`config.mk`:
```
export PLATFORM = sky130hd
export DESIGN_NAME = tl_d_resp_buffer
export DESIGN_NICKNAME = d
export VERILOG_FILES = /design/src/rtl/tl_d_resp_buffer.sv
export SDC_FILE = /design/constraint.sdc
export NUM_CORES = 1
export LEC_CHECK = 0
export ABC_AREA = 1
export CAP_MARGIN = 20
export CORE_AREA = 4 4 139 141
export DETAILED_ROUTE_END_ITERATION = 10
export DIE_AREA = 0 0 143 145
export PLACE_DENSITY = 0.74
export SLEW_MARGIN = 5
export SYNTH_ARGS = -nofsm -noshare
export SYNTH_HDL_FRONTEND = slang
export SYNTH_SLANG_ARGS = --single-unit
```
`constraint.sdc`:
```
create_clock -name clk -period 2.5 [get_ports clk]
set_input_delay 0.75 -clock clk [delete_from_list [all_inputs] [get_ports clk]]
set_output_delay 0.75 -clock clk [all_outputs]
set_load 0.01 [all_outputs]
```
`src/rtl/tl_d_resp_buffer.sv`:
```
// TileLink-UL D-channel response buffer.
// Checks each D beat against an outstanding-source table filled by accepted
// A requests, buffers legal responses in a DEPTH-entry FIFO and presents them
// to the upstream master with valid/ready. Illegal beats are dropped and flagged.
module tl_d_resp_buffer #(
  parameter int unsigned DEPTH  = 4,
  parameter int unsigned SRC_W  = 4,
  parameter int unsigned DATA_W = 32
) (
  input  logic                      clk,
  input  logic                      rst_n,
  // A-channel request tracking
  input  logic                      a_fire,
  input  logic [SRC_W-1:0]          a_source,
  output logic                      a_src_busy,
  // D-channel from slave
  input  logic                      d_valid,
  output logic                      d_ready,
  input  logic [2:0]                d_opcode,
  input  logic [SRC_W-1:0]          d_source,
  input  logic [DATA_W-1:0]         d_data,
  input  logic                      d_denied,
  input  logic                      d_corrupt,
  // Response toward master
  output logic                      rsp_valid,
  input  logic                      rsp_ready,
  output logic [2:0]                rsp_opcode,
  output logic [SRC_W-1:0]          rsp_source,
  output logic [DATA_W-1:0]         rsp_data,
  output logic                      rsp_denied,
  output logic                      rsp_corrupt,
  // Status
  output logic [$clog2(DEPTH):0]    count,
  output logic [(2**SRC_W)-1:0]     pend,
  output logic                      err_pulse,
  output logic                      err_sticky,
  input  logic                      err_clr
);

  localparam int unsigned PTR_W = $clog2(DEPTH);
  localparam int unsigned CNT_W = PTR_W + 1;
  localparam int unsigned NSRC  = 2 ** SRC_W;

  localparam logic [2:0] OP_ACCESS_ACK      = 3'd0;
  localparam logic [2:0] OP_ACCESS_ACK_DATA = 3'd1;

  typedef struct packed {
    logic [2:0]        opcode;
    logic [SRC_W-1:0]  source;
    logic [DATA_W-1:0] data;
    logic              denied;
    logic              corrupt;
  } entry_t;

  // Registered state
  entry_t            r_mem [DEPTH];
  logic [PTR_W-1:0]  r_wptr;
  logic [PTR_W-1:0]  r_rptr;
  logic [CNT_W-1:0]  r_count;
  logic [NSRC-1:0]   r_pend;
  logic              r_err_pulse;
  logic              r_err_sticky;

  // Combinational handshake / classification
  logic              w_full;
  logic              w_empty;
  logic              w_d_acc;
  logic              w_op_ok;
  logic              w_legal;
  logic              w_illegal;
  logic              w_deq;
  logic              w_same_src_clear;
  logic              w_dup;
  logic              w_err;
  logic [NSRC-1:0]   w_pend_nxt;
  entry_t            w_din;
  entry_t            w_head;

  // Full/empty come only from the registered count, so d_ready has no input path
  assign w_full   = (r_count == CNT_W'(DEPTH));
  assign w_empty  = (r_count == CNT_W'(0));

  assign d_ready   = !w_full;
  assign rsp_valid = !w_empty;

  // A beat is legal only for an outstanding source with an AccessAck/AccessAckData opcode
  assign w_d_acc   = d_valid && d_ready;
  assign w_op_ok   = (d_opcode == OP_ACCESS_ACK) || (d_opcode == OP_ACCESS_ACK_DATA);
  assign w_legal   = w_d_acc && r_pend[d_source] && w_op_ok;
  assign w_illegal = w_d_acc && !w_legal;
  assign w_deq     = rsp_valid && rsp_ready;

  // Re-issuing a source in the cycle its response retires is legal ID reuse
  assign w_same_src_clear = w_legal && (d_source == a_source);
  assign w_dup            = a_fire && r_pend[a_source] && !w_same_src_clear;
  assign w_err            = w_illegal || w_dup;

  assign a_src_busy = r_pend[a_source];
  assign pend       = r_pend;
  assign count      = r_count;
  assign err_pulse  = r_err_pulse;
  assign err_sticky = r_err_sticky;

  // Head entry drives the response bus directly
  assign w_head      = r_mem[r_rptr];
  assign rsp_opcode  = w_head.opcode;
  assign rsp_source  = w_head.source;
  assign rsp_data    = w_head.data;
  assign rsp_denied  = w_head.denied;
  assign rsp_corrupt = w_head.corrupt;

  // Pack the incoming beat for storage
  always_comb begin
    w_din         = '0;
    w_din.opcode  = d_opcode;
    w_din.source  = d_source;
    w_din.data    = d_data;
    w_din.denied  = d_denied;
    w_din.corrupt = d_corrupt;
  end

  // Outstanding table update: a legal response clears, a new request sets (set wins)
  always_comb begin
    w_pend_nxt = r_pend;
    if (w_legal) begin
      w_pend_nxt[d_source] = 1'b0;
    end
    if (a_fire) begin
      w_pend_nxt[a_source] = 1'b1;
    end
  end

  // FIFO storage write on a legal accept
  always_ff @(posedge clk or negedge rst_n) begin
    if (!rst_n) begin
      for (int i = 0; i < int'(DEPTH); i++) begin
        r_mem[i] <= '0;
      end
    end else if (w_legal) begin
      r_mem[r_wptr] <= w_din;
    end
  end

  // Pointers wrap naturally since DEPTH is a power of two
  always_ff @(posedge clk or negedge rst_n) begin
    if (!rst_n) begin
      r_wptr <= '0;
      r_rptr <= '0;
    end else begin
      if (w_legal) begin
        r_wptr <= r_wptr + PTR_W'(1);
      end
      if (w_deq) begin
        r_rptr <= r_rptr + PTR_W'(1);
      end
    end
  end

  // Occupancy: unchanged on simultaneous enqueue and dequeue
  always_ff @(posedge clk or negedge rst_n) begin
    if (!rst_n) begin
      r_count <= '0;
    end else begin
      unique case ({w_legal, w_deq})
        2'b10:   r_count <= r_count + CNT_W'(1);
        2'b01:   r_count <= r_count - CNT_W'(1);
        default: r_count <= r_count;
      endcase
    end
  end

  // Outstanding-source table
  always_ff @(posedge clk or negedge rst_n) begin
    if (!rst_n) begin
      r_pend <= '0;
    end else begin
      r_pend <= w_pend_nxt;
    end
  end

  // Error flags: pulse one cycle after the offending beat; sticky holds until
  // cleared, and neither a new error nor a live pulse can be cleared away
  always_ff @(posedge clk or negedge rst_n) begin
    if (!rst_n) begin
      r_err_pulse  <= 1'b0;
      r_err_sticky <= 1'b0;
    end else begin
      r_err_pulse  <= w_err;
      r_err_sticky <= w_err || r_err_pulse || (r_err_sticky && !err_clr);
    end
  end

endmodule

```
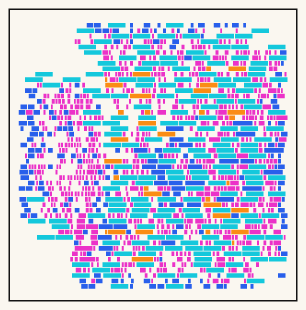
run_1/cell_classes.png
Scale: 2 px per µm.
[clock drivers and dummy loads] orange | cells: 32 | share of their area: 5.0%
[flip-flops] cyan | cells: 189 | share of their area: 41%
[all other logic] magenta | cells: 821 | share of their area: 36%
[other buffers and delay cells] blue | cells: 207 | share of their area: 18%
core area: 18000 µm²
flop share of the area: 39.9%
FP Rows: 49
Final Cell Area: 11900 µm²

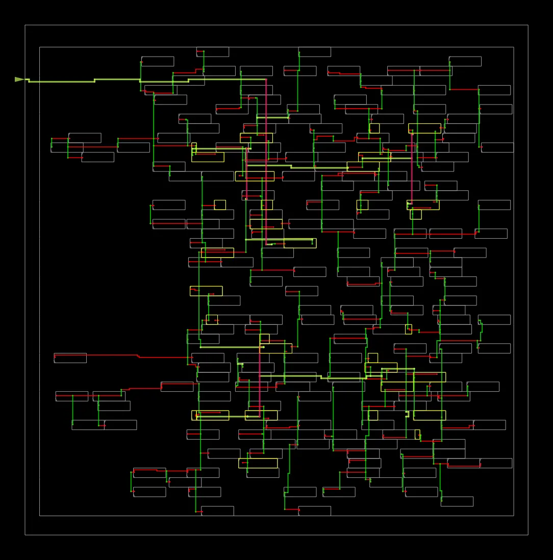
run_1/final_clocks.png
Clk Latency, worst-skew pair: 0.43 ns
clock skew: 0.0184 ns
clk sinks: 189
CTS buffer count: 17
# clk buffers: 20

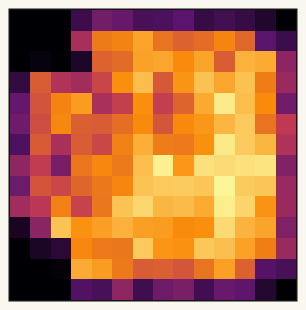
run_1/density.png
Scale: 2 px per µm. The die is cut into 14 by 14 equal tiles; black is low, pale yellow is high, 0 to 100% covered.
emptiest ninth of the die: north-west
mean over tiles: 56%
tiles over 75% full: 34%
nearly empty tiles: 8.7%
fullest tile: 98%

==> job_summary.md, run 1 <==
## PnR job results

| Metric | Value |
|---|---|
| Status | finished, violations left |
| Failing checks | negative setup slack |
| Gate power share | 48.6% |
| NetSw | 5.78 mW |
| Cells in synth_stat.txt | 1080 |
| IO Port Bufs | 115 |
| Worst path required time | 1.75 ns |
| Switching share of power | 38.9% |
| Power in the clock group | 2.66 mW |
| Die Ht | 145 µm |
| PD cells | 1250 nW/µm² |
| Ant diodes | 0 |
| Max Cap Viol | 0 |
| Final period util | 104% |
| Critical Path Start Type | register |
| Grt peak-use layer | met2 |
| Post-Synthesis Cell Area | 8960 µm² |
| Synth Seq Share | 52.8% |
| M2 GR Usage | 40.1% |
| Number of flip-flops in the largest register | 164 |
| WL/cell | 17.2 µm |
| Internal | 9.08 mW |
| Final-report setup violation count | 8 |
| Non-clk invs | 78 |
| Seq cells | 189 |
| Share of power burned in registers | 33.5% |
| Yosys xor share | 0.684% |
| Top cells, area | dfrtp_1, o21ai_0, nand2_1 |
| Largest area class, layout | registers |
| Pin count of the biggest net entering global routing | 81 |
| Layout filler cell count | 1456 |
| Layout Nets | 1293 |
| Yosys cell types | 32 |
| Met3 Usage GRT | 4.57% |
| First drt pass iteration count | 5 |
| Net Count, Synth | 1137 |
| Comb power | 7.22 mW |
| Log Warnings | 32 |
| N_taps | 229 |
| Htree depth | 4 |
| Congestion Overflow GR | 0 |
| Crit path cell chain | inv_4 > buf_8 > buf_12 > buf_16 > buf_6 > o21ai_2 > o22ai_2 > buf_2 |
| Crit Path Category | reg2out |
| GPL Wtd Cong | 0.976 |
| Final hold violations | 0 |
| Cells on worst reg2reg path | 12 |
| Cell taking the most area after synthesis | dfrtp_1 |
| FA/HA/MAJ Cells, Area Fraction | 0.922% |
| CTS tree | yes |
| Logic share of the area | 32.7% |
| RSZ-0062 raised after global routing | true |
| Worst hold path class | in2async |
| Reg clk slew, reported paths | 0.07 ns |
| Fp util | 49.9% |
| Most frequent cells in the layout | nand2_1, dfrtp_1, o21ai_0 |
| Buf+Inv Stages, Crit Path | 6 |
| Vias post-DR | 8180 |
| P&R area growth vs syn | 32.3% |
| Slew Viols, Final | 0 |
| Worst r2r src | count[0] |
| DR iter-0 viols | 711 |
| Gr usage total | 24.1% |
| Final worst slack | -0.0943 ns |
| Initial antenna violation count | 0 |
| Top reg by flops | r_mem |
| Hold_ws | 0.253 ns |
| Register Area | 4730 µm² |
| Fmax | 385 MHz |
| MI comb area | 3870 µm² |
| Pwr top | combinational cells |
| Post-Synthesis Cells | 1080 |
| CP max stage delay | 0.47 ns |
| Slew margin rel. | 69.0% |
| Synthesis Warnings | 0 |
| CTS root buf | clkbuf_16 |
| Synth top area share | 52.8% |
| Post-layout min period | 2.59 ns |
| Chip area line of the yosys report | 8960 µm² |
| Clock power frac | 17.9% |
| Peak fanout along the critical path | 6 |
| Clock-cell share | 4.86% |
| Flops after synth | 189 |
| I/O pins | 116 |
| Mux cell area share after synthesis | 0% |
| Setup repair bufs after CTS | 11 |
| VDD IR-drop max | 0.000723 V |
| Post-cts repair resize count | 204 |
| Die ar. | 20700 µm² |
| Mean Syn Cell Area | 8.29 µm² |
| Drt drc | 0 |
| Non-clock buffers | 207 |
| AO/OA Area Share | 19.1% |
| NonClk Buf Share | 17.6% |
| CTS max path bufs | 2 |
| Final wirelength | 25400 µm |
| R2R setup slack | 0.42 ns |
| Simple-Gate Area Share | 19.0% |
| DP HPWL | 14800 µm |
| Crit-path slowest cell | dfrtp_2 |
| CP top delay family | buffers and inverters |
| Worst Setup SP | r_rptr[0] |
| Worst slew pin tran | 0.465 ns |
| Die Width | 143 µm |
| Endpoint class of the critical path | primary output |
| Final Util | 66.0% |
| GR Util met1 | 31.5% |
| Routed vias/inst | 5.53 |
| R2r endpoint | count[2] |
| Hold_buf cts | 0 |
| Global-route wire length before repair | 40500 µm |
| Total sequential power | 4.98 mW |
| Dominant combinational family | AND-OR/OR-AND gates |
| Crit path DAT | 1.84 ns |
| Top cell excl fill/tap | nand2_1 |
run 1: worst max-delay path by stage:
| stage | endpoint | slack, ns | depth (start not counted) |
|---|---|---|---|
| after floorplan | count[2] | -0.07 | 19 |
| after global placement | a_src_busy | -0.63 | 11 |
| after global routing | rsp_data[25] | -0.15 | 8 |
| final | rsp_data[25] | -0.09 | 8 |
| after CTS | a_src_busy | -0.27 | 9 |
| after detailed placement | a_src_busy | -0.64 | 10 |
run 1: per-stage QoR:
stage / power [mW] / worst slack [ns] / cell area (µm²) / TNS [ns] / cells
floorplan: 8.08 / -0.0692 / 8980 / -0.0692 / 1080
global placement: 10.9 / -0.634 / 10700 / -31.63 / 1423
detailed placement: 11.0 / -0.644 / 10700 / -36.77 / 1423
CTS: 14.2 / -0.266 / 11600 / -2.04 / 1476
global route: 15.8 / -0.154 / 11900 / -1.54 / 1478
finish: 14.9 / -0.0943 / 11900 / -0.179 / 1478
run 1: synth_stat cells:
cell type	number
nand2_1	268
o21ai_0	209
dfrtp_1	189
nor2_1	97
inv_1	74
nand3_1	46
o22ai_1	41
clkbuf_1	37
o21ai_2	25
buf_2	17
o21ai_1	14
a21oi_1	10
buf_6	10
xor2_1	6
ha_1	5
a21boi_0	4
buf_4	4
inv_2	4
o21a_1	4
nand3_2	3
nor3_1	2
a31oi_1	1
and2_1	1
buf_1	1
buf_8	1
fa_1	1
nand2_2	1
nand2_4	1
nand3_4	1
nand4_1	1
nor3_2	1
xnor2_1	1
run 1: per-layer routing:
| layer | share of wire, % | wire length [µm] | up-vias |
|---|---|---|---|
| met5 | 0 | 0 | - |
| met4 | 1.9 | 490 | 0 |
| met3 | 6.3 | 1590 | 45 |
| met2 | 50 | 12800 | 306 |
| met1 | 41 | 10500 | 3951 |
| li1 | - | - | 3878 |
==> run 2, diff against run 1 <==
Settings changed: PLACE_DENSITY 0.74 to 0.73.
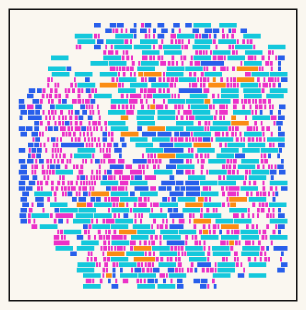
run_2/cell_classes.png
Scale: 2 px per µm.
[all other logic] magenta | cells: 821 | share of their area: 35%
[flip-flops] cyan | cells: 189 | share of their area: 42%
[other buffers and delay cells] blue | cells: 206 | share of their area: 18%
[clock drivers and dummy loads] orange | cells: 32 | share of their area: 5.2%

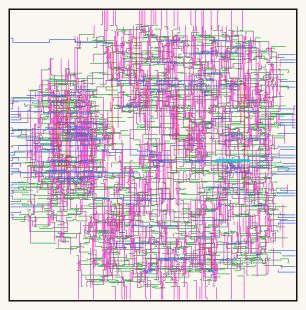
run_2/metal_stack.png
Scale: 2 px per µm.
[met1] green | wire length: 10200 µm
[met5] cyan | wire length: 15.6 µm
[met2] magenta | wire length: 11700 µm
[met4] red | wire length: 469 µm
[met3] blue | wire length: 1740 µm
vias post-DR: 8037
WL/cell: 16.3 µm

==> job_summary.md, run 2 <==
## PnR job results

| Metric | Value |
|---|---|
| Final period util | 104% (+0.45 points) |
| Max Cap Viol | 0 (unchanged) |
| Top cells, area | dfrtp_1, o21ai_0, nand2_1 |
| Hold_buf cts | 0 (unchanged) |
| Antenna Nets Post-Route | 0 |
| Synth top cell by count | nand2_1 |
| Met3 Usage GRT | 5.03% (+0.46 points) |
| Congestion Overflow GR | 0 (unchanged) |
| Non-filler cells, final | 1477 (-0.068%) |
| VDD IR-drop max | 0.000649 V (-10%) |
| Post-synth top cells | nand2_1, o21ai_0, dfrtp_1 |
| Layout Nets | 1292 (-0.077%) |
| Clock skew | 0.0118 ns (-0.00662 ns) |
| Worst path required time | 1.75 ns (about the same) |
| Register Area | 4730 µm² (unchanged) |
| Htree depth | 4 (unchanged) |
| Dpl cells | 1425 (+0.14%) |
| Synth top area share | 52.8% (unchanged) |
| Endpoint class of the critical path | primary output |
| IO Port Bufs | 115 (unchanged) |
| Worst hold path class | in2async |
| Cells in synth_stat.txt | 1080 (unchanged) |
| Number of flip-flops in the largest register | 164 (unchanged) |
| CP top delay family | buffers and inverters |
| Top reg by flops | r_mem |
| Die Width | 143 µm (unchanged) |
| Peak fanout along the critical path | 7 (+1) |
| Routed vias/inst | 5.44 (-1.7%) |
| Buf+Inv Stages, Crit Path | 6 (unchanged) |
| First drt pass iteration count | 5 (unchanged) |
| Failing checks | negative setup slack |
| Post-Synthesis Cells | 1080 (unchanged) |
| Slew margin rel. | 74.1% (+5.1 points) |
| FP Rows | 49 (unchanged) |
| Layout filler cell count | 1521 (+4.5%) |
| RSZ-0062 raised after global routing | true |
| WL met3 | 1740 µm (+9.4%) |
| CP max stage delay | 0.44 ns (-0.03 ns) |
| Gr usage total | 23.5% (-0.58 points) |
| MI comb area | 3730 µm² (-3.8%) |
| FFs w/ async S/R, synth | 100% (unchanged) |
| PD cells | 1220 nW/µm² (-2.8%) |
| Chip area line of the yosys report | 8960 µm² (unchanged) |
| Crit-path slowest cell | dfrtp_2 |
| Crit path DAT | 1.86 ns (+0.02 ns) |
| Yosys cell types | 32 (unchanged) |
| CTS tree | yes |
| Post-synth EDFFs | 0 (unchanged) |
| CTS root buf | clkbuf_16 |
| CTS max path bufs | 2 (unchanged) |
| GPL Wtd Cong | 0.924 (-5.3%) |
| Final hold violations | 0 (unchanged) |
| Post-layout min period | 2.61 ns (+0.0111 ns) |
| Mean Syn Cell Area | 8.29 µm² (unchanged) |
| M2 GR Usage | 38.2% (-2.0 points) |
| Net Count, Synth | 1137 (unchanged) |
| Core area | 18000 µm² (unchanged) |
| DRT met1 WL | 10200 µm (-3.0%) |
| Ant diodes | 0 (unchanged) |
| Slew Viols, Final | 0 (unchanged) |
| P&R area growth vs syn | 30.4% |
| Drt drc | 0 (unchanged) |
| DR iter-0 viols | 667 (-6.2%) |
| Flops after synth | 189 (unchanged) |
| Crit Path Category | reg2out |
| Worst slew pin tran | 0.387 ns (-0.0779 ns) |
| Synthesis Warnings | 0 (unchanged) |
| Fmax | 384 MHz (-0.43%) |
| Cell taking the most area after synthesis | dfrtp_1 |
| Synth Seq Share | 52.8% (unchanged) |
| CTS buffer count | 17 (unchanged) |
| Number of global-route vias before repair | 8014 |
| Layout cells sized above 1 | 18.9% |
| Dominant flop cell | dfrtp_1 |
| Critical Path Start Type | register |
| Worst Setup SP | r_rptr[0] |
| Clk sinks | 189 (unchanged) |
| DP HPWL | 15300 µm (+3.3%) |
| Met2 Wirelength | 11700 µm (-8.6%) |
| Final-report setup violation count | 11 (+3) |
| Die Ht | 145 µm (unchanged) |
| Die ar. | 20700 µm² (unchanged) |
| Final wirelength | 24100 µm (-5.0%) |
| Crit path cell chain | buf_6 > buf_6 > buf_16 > buf_8 > buf_6 > o21ai_2 > o22ai_2 > buf_2 |
| Status | finished, violations left |
| Grt peak-use layer | met2 |
| Initial antenna violation count | 1 (+1) |
| Top Layer Used | met5 |
| Top cell excl fill/tap | nand2_1 |
| Pin count of the biggest net entering global routing | 81 (unchanged) |
| Post-Synthesis Cell Area | 8960 µm² (unchanged) |
| Leak | 5.71 nW |
| Final worst slack | -0.105 ns (-0.0111 ns) |
| I/O pins | 116 (unchanged) |
| Reg clk slew, reported paths | 0.07 ns (about the same) |
| Log Warnings | 32 (unchanged) |
| Clk Latency, worst-skew pair | 0.43 ns (about the same) |
| Most common cell type on the critical path | buf_6 |
| Most frequent cells in the layout | nand2_1, dfrtp_1, o21ai_0 |
| GR Util met1 | 31.1% (-0.40 points) |
| Fp util | 49.9% (unchanged) |
| Global-route wire length before repair | 39600 µm (-2.0%) |
| Worst r2r src | pend[5] |
| Fin Setup TNS | -0.595 ns (-0.416 ns) |
run 2: what timing repair did:
item	in CTS	in global routing
buffers inserted	12	3
setup endpoints to repair	89	72
gates cloned	5	1
pin swaps	13	13
gates resized	198	66
run 2: cell type report:
cell class                 instances  share of cell area, %
clock buffer                      18                   3.76
clock inverter                    14                   1.36
inverter                          78                   2.55
multi-input combinational        743                   31.9
sequential                       189                   40.5
tap                              229                   2.45
timing repair buffer             206                   17.4
run 2: power breakdown:
| group | switching, mW | leakage [nW] | internal (mW) |
|---|---|---|---|
| clock | 1.20 | 0.281 | 1.52 |
| combinational | 3.48 | 2.94 | 3.09 |
| sequential | 0.743 | 2.49 | 4.19 |
run 2: final timing paths:
path | to | slack, ns | cells after the start
min | r_mem[148] | 0.22 | 1
min reg2reg | r_mem[163] | 0.47 | 2
max in group asynchronous | r_rptr[1] | 1.59 | 2
max | rsp_data[15] | -0.11 | 8
max reg2reg | count[2] | 0.40 | 16
min in group clk | r_mem[163] | 0.47 | 2
run 2: through the flow:
step	util, %	cell area (µm²)	hold WS (ns)	worst slack, ns	power, mW
after floorplan	-	8980	0.431	-0.0692	8.08
after global placement	59.7	10700	0.446	-0.642	10.8
after detailed placement	59.7	10700	0.450	-0.646	11.0
after CTS	64.4	11600	0.210	-0.146	14.0
after global routing	65.0	11700	0.227	-0.160	15.2
final	65.0	11700	0.215	-0.105	14.2
run 2: logic make-up after synthesis:
family,share of synthesized area [%]
xor gates and xnor gates,0.684
adders and majority gates,0.922
AOI/OAI and AO/OA,19.1
buffers and inverters,7.57
DFF,52.8
and+or+nand+nor,19.0
==> run 3, diff against run 2 <==
Settings changed: ABC_AREA 1 to 0, CORE_AREA 4 4 139 141 to 4 4 142 144, DIE_AREA 0 0 143 145 to 0 0 146 148, PLACE_DENSITY 0.73 to 0.72.
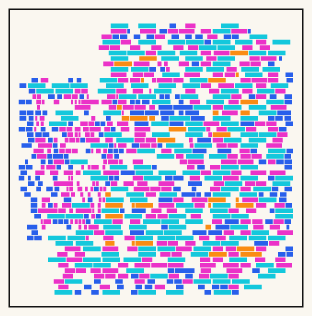
run_3/cell_classes.png
Scale: 2 px per µm.
[clock drivers and dummy loads] orange | cells: 32 | share of their area: 4.7%
[all other logic] magenta | cells: 336 | share of their area: 37%
[other buffers and delay cells] blue | cells: 214 | share of their area: 19%
[flip-flops] cyan | cells: 189 | share of their area: 39%

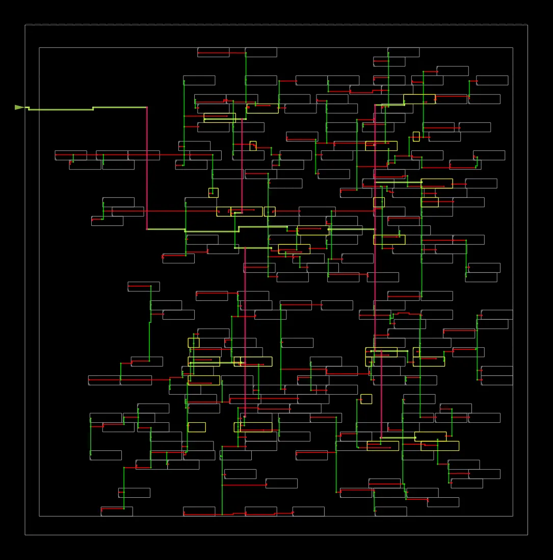
run_3/final_clocks.png
Seq cells: 189
clock skew: 0.00927 ns
# clk buffers: 19
power in the clock group: 2.63 mW

==> job_summary.md, run 3 <==
## PnR job results

| Metric | Value |
|---|---|
| Slew Viols, Final | 0 (unchanged) |
| WL met3 | 986 µm (-43%) |
| Gate power share | 45.5% (-0.7 points) |
| Endpoint class of the critical path | primary output |
| Met2 Wirelength | 10600 µm (-9.1%) |
| FFs w/ async S/R, synth | 100% (unchanged) |
| DRT met1 WL | 10100 µm (-1.2%) |
| Worst slew pin tran | 0.534 ns (+0.147 ns) |
| Die Ht | 148 µm (+2.1%) |
| First drt pass iteration count | 5 (unchanged) |
| NetSw | 4.07 mW (-25%) |
| Flops after synth | 189 (unchanged) |
| Final hold violations | 0 (unchanged) |
| Number of global-route vias before repair | 6349 (-21%) |
| Gr usage total | 21.2% (-2.3 points) |
| Final-report setup violation count | 43 (+32) |
| Drt drc | 0 (unchanged) |
| Synth top cell by count | dfrtp_1 |
| Internal | 9.68 mW (+10%) |
| Met3 Usage GRT | 4.60% (-0.44 points) |
| R2r endpoint | count[2] |
| Global-route wire length before repair | 36200 µm (-8.8%) |
| Post-Synthesis Cells | 562 (-48%) |
| Status | finished, violations left |
| Initial antenna violation count | 0 (-1) |
| R2R setup slack | -0.02 ns (-0.42 ns) |
| Crit path DAT | 1.92 ns (+0.06 ns) |
| Setup repair bufs after CTS | 10 (-2) |
| Post-layout min period | 2.67 ns (+0.0616 ns) |
| Chip area line of the yosys report | 9290 µm² (+3.7%) |
| Cells on worst reg2reg path | 11 (-5) |
| RSZ-0062 raised after global routing | true |
| Net Count, Synth | 619 (-46%) |
| Worst Setup SP | a_source[0] |
| Final Cell Area | 12300 µm² (+5.6%) |
| GR Util met1 | 29.2% (-1.9 points) |
| Vias post-DR | 5612 (-30%) |
| DP HPWL | 15100 µm (-1.4%) |
| Die Width | 146 µm (+2.1%) |
| PD cells | 1120 nW/µm² (-8.4%) |
| Failing checks | negative setup slack |
| Reg clk slew, reported paths | 0.07 ns (about the same) |
| Share of power burned in registers | 35.4% (+0.7 points) |
| DR iter-0 viols | 265 (-60%) |
| Post-cts repair resize count | 256 (+29%) |
| Critical path endpoint | a_src_busy |
| Core area | 18700 µm² (+4.1%) |
| Post-Place Worst Slack | -1.12 ns (-0.474 ns) |
| Worst path required time | 1.75 ns (about the same) |
| Post-synth top cells | dfrtp_1, mux2_4, mux4_2 |
| Hold_buf cts | 0 (unchanged) |
| Grt peak-use layer | met2 |
| Final period util | 107% (+2.5 points) |
| Most frequent cells in the layout | dfrtp_1, mux2_4, buf_4 |
| Total power | 13.8 mW (-3.3%) |
| Synth Seq Share | 50.9% (-1.9 points) |
| Final wirelength | 22000 µm (-8.8%) |
| Synth top area share | 50.9% (-1.9 points) |
| WL/cell | 21.9 µm (+34%) |
| Layout Nets | 815 (-37%) |
| IO Port Bufs | 115 (unchanged) |
| Cell taking the most area after synthesis | dfrtp_1 |
| Max Cap Viol | 0 (unchanged) |
| Htree depth | 4 (unchanged) |
| Layout filler cell count | 1287 (-15%) |
| Leak | 6.00 nW (+5.0%) |
| Area after DPL | 11500 µm² (+6.8%) |
| Mean Syn Cell Area | 16.5 µm² (+99%) |
| MI comb area | 4420 µm² (+18%) |
| Top reg by flops | r_mem |
| Switching share of power | 29.6% (-8.5 points) |
| Routed vias/inst | 5.58 (+2.6%) |
| Hold_ws | 0.244 ns (+0.0292 ns) |
| P&R area growth vs syn | 32.7% |
| Critical Path Start Type | input pin |
| Yosys cell types | 47 (+47%) |
| Clk Latency, worst-skew pair | 0.43 ns (about the same) |
| Top Layer Used | met4 |
| GPL Wtd Cong | 0.868 (-6.0%) |
| Pin count of the biggest net entering global routing | 75 (-7.4%) |
| Final Util | 65.9% (+0.90 points) |
| CTS root buf | clkbuf_16 |
| CTS buffer count | 17 (unchanged) |
| Register Area | 4730 µm² (about the same) |
| Final worst slack | -0.167 ns (-0.0616 ns) |
-- run 3: logic make-up (layout without fill, tap and decap cells) --
group           Yosys count  count (layout)  synth area share, %
mux                     209             209                 36.7
flops                   189             189                 50.9
simple gates             55              55                 3.66
compound gates           48              48                 3.68
buf+inv                  45             254                 3.25
xor+xnor                 10              10                0.943
fa+ha+maj                 6               6                0.889
-- run 3: worst max-delay path, cell delays in order --
cell and delay, ns:
buf_8 0.11, mux2_4 0.20, o22ai_4 0.07, or4b_4 0.53, o41ai_4 0.07, buf_2 0.18
-- run 3: area by class of cell --
type / instances / area share (%)
sequential: 189 / 38.4
multi-input combinational: 328 / 35.8
inverter: 8 / 0.264
clock buffer: 19 / 3.67
clock inverter: 13 / 0.923
timing repair buffer: 214 / 18.6
tap: 234 / 2.37
-- run 3: power by group through the flow --
stage | sequential, mW | combinational (mW) | clock (mW)
finish | 4.87 | 6.26 | 2.63
detailed placement | 4.91 | 5.76 | 0
CTS | 4.87 | 6.20 | 2.69
global placement | 4.81 | 5.65 | 0
global route | 5.00 | 6.62 | 2.82
floorplan | 4.66 | 3.46 | 0
-- run 3: metrics by stage --
stage	setup TNS [ns]	instances
after floorplan	-1.56	562
after detailed placement	-146.50	960
after CTS	-3.40	1005
after global placement	-140.38	960
after global routing	-4.68	1005
final	-2.38	1005
-- run 3: how the worst min path moves through the flow --
| stage | endpoint | slack [ns] | startpoint |
|---|---|---|---|
| 2_1_floorplan | count[0] | 0.45 | rst_n |
| 3_3_place_gp | r_mem[121] | 0.46 | r_mem[121] |
| 3_5_place_dp | r_mem[81] | 0.47 | r_mem[81] |
| 4_1_cts | r_mem[100] | 0.25 | rst_n |
| 5_1_grt | r_mem[100] | 0.26 | rst_n |
| 6_report | r_mem[100] | 0.24 | rst_n |
Power and IR drop assume default switching activity.
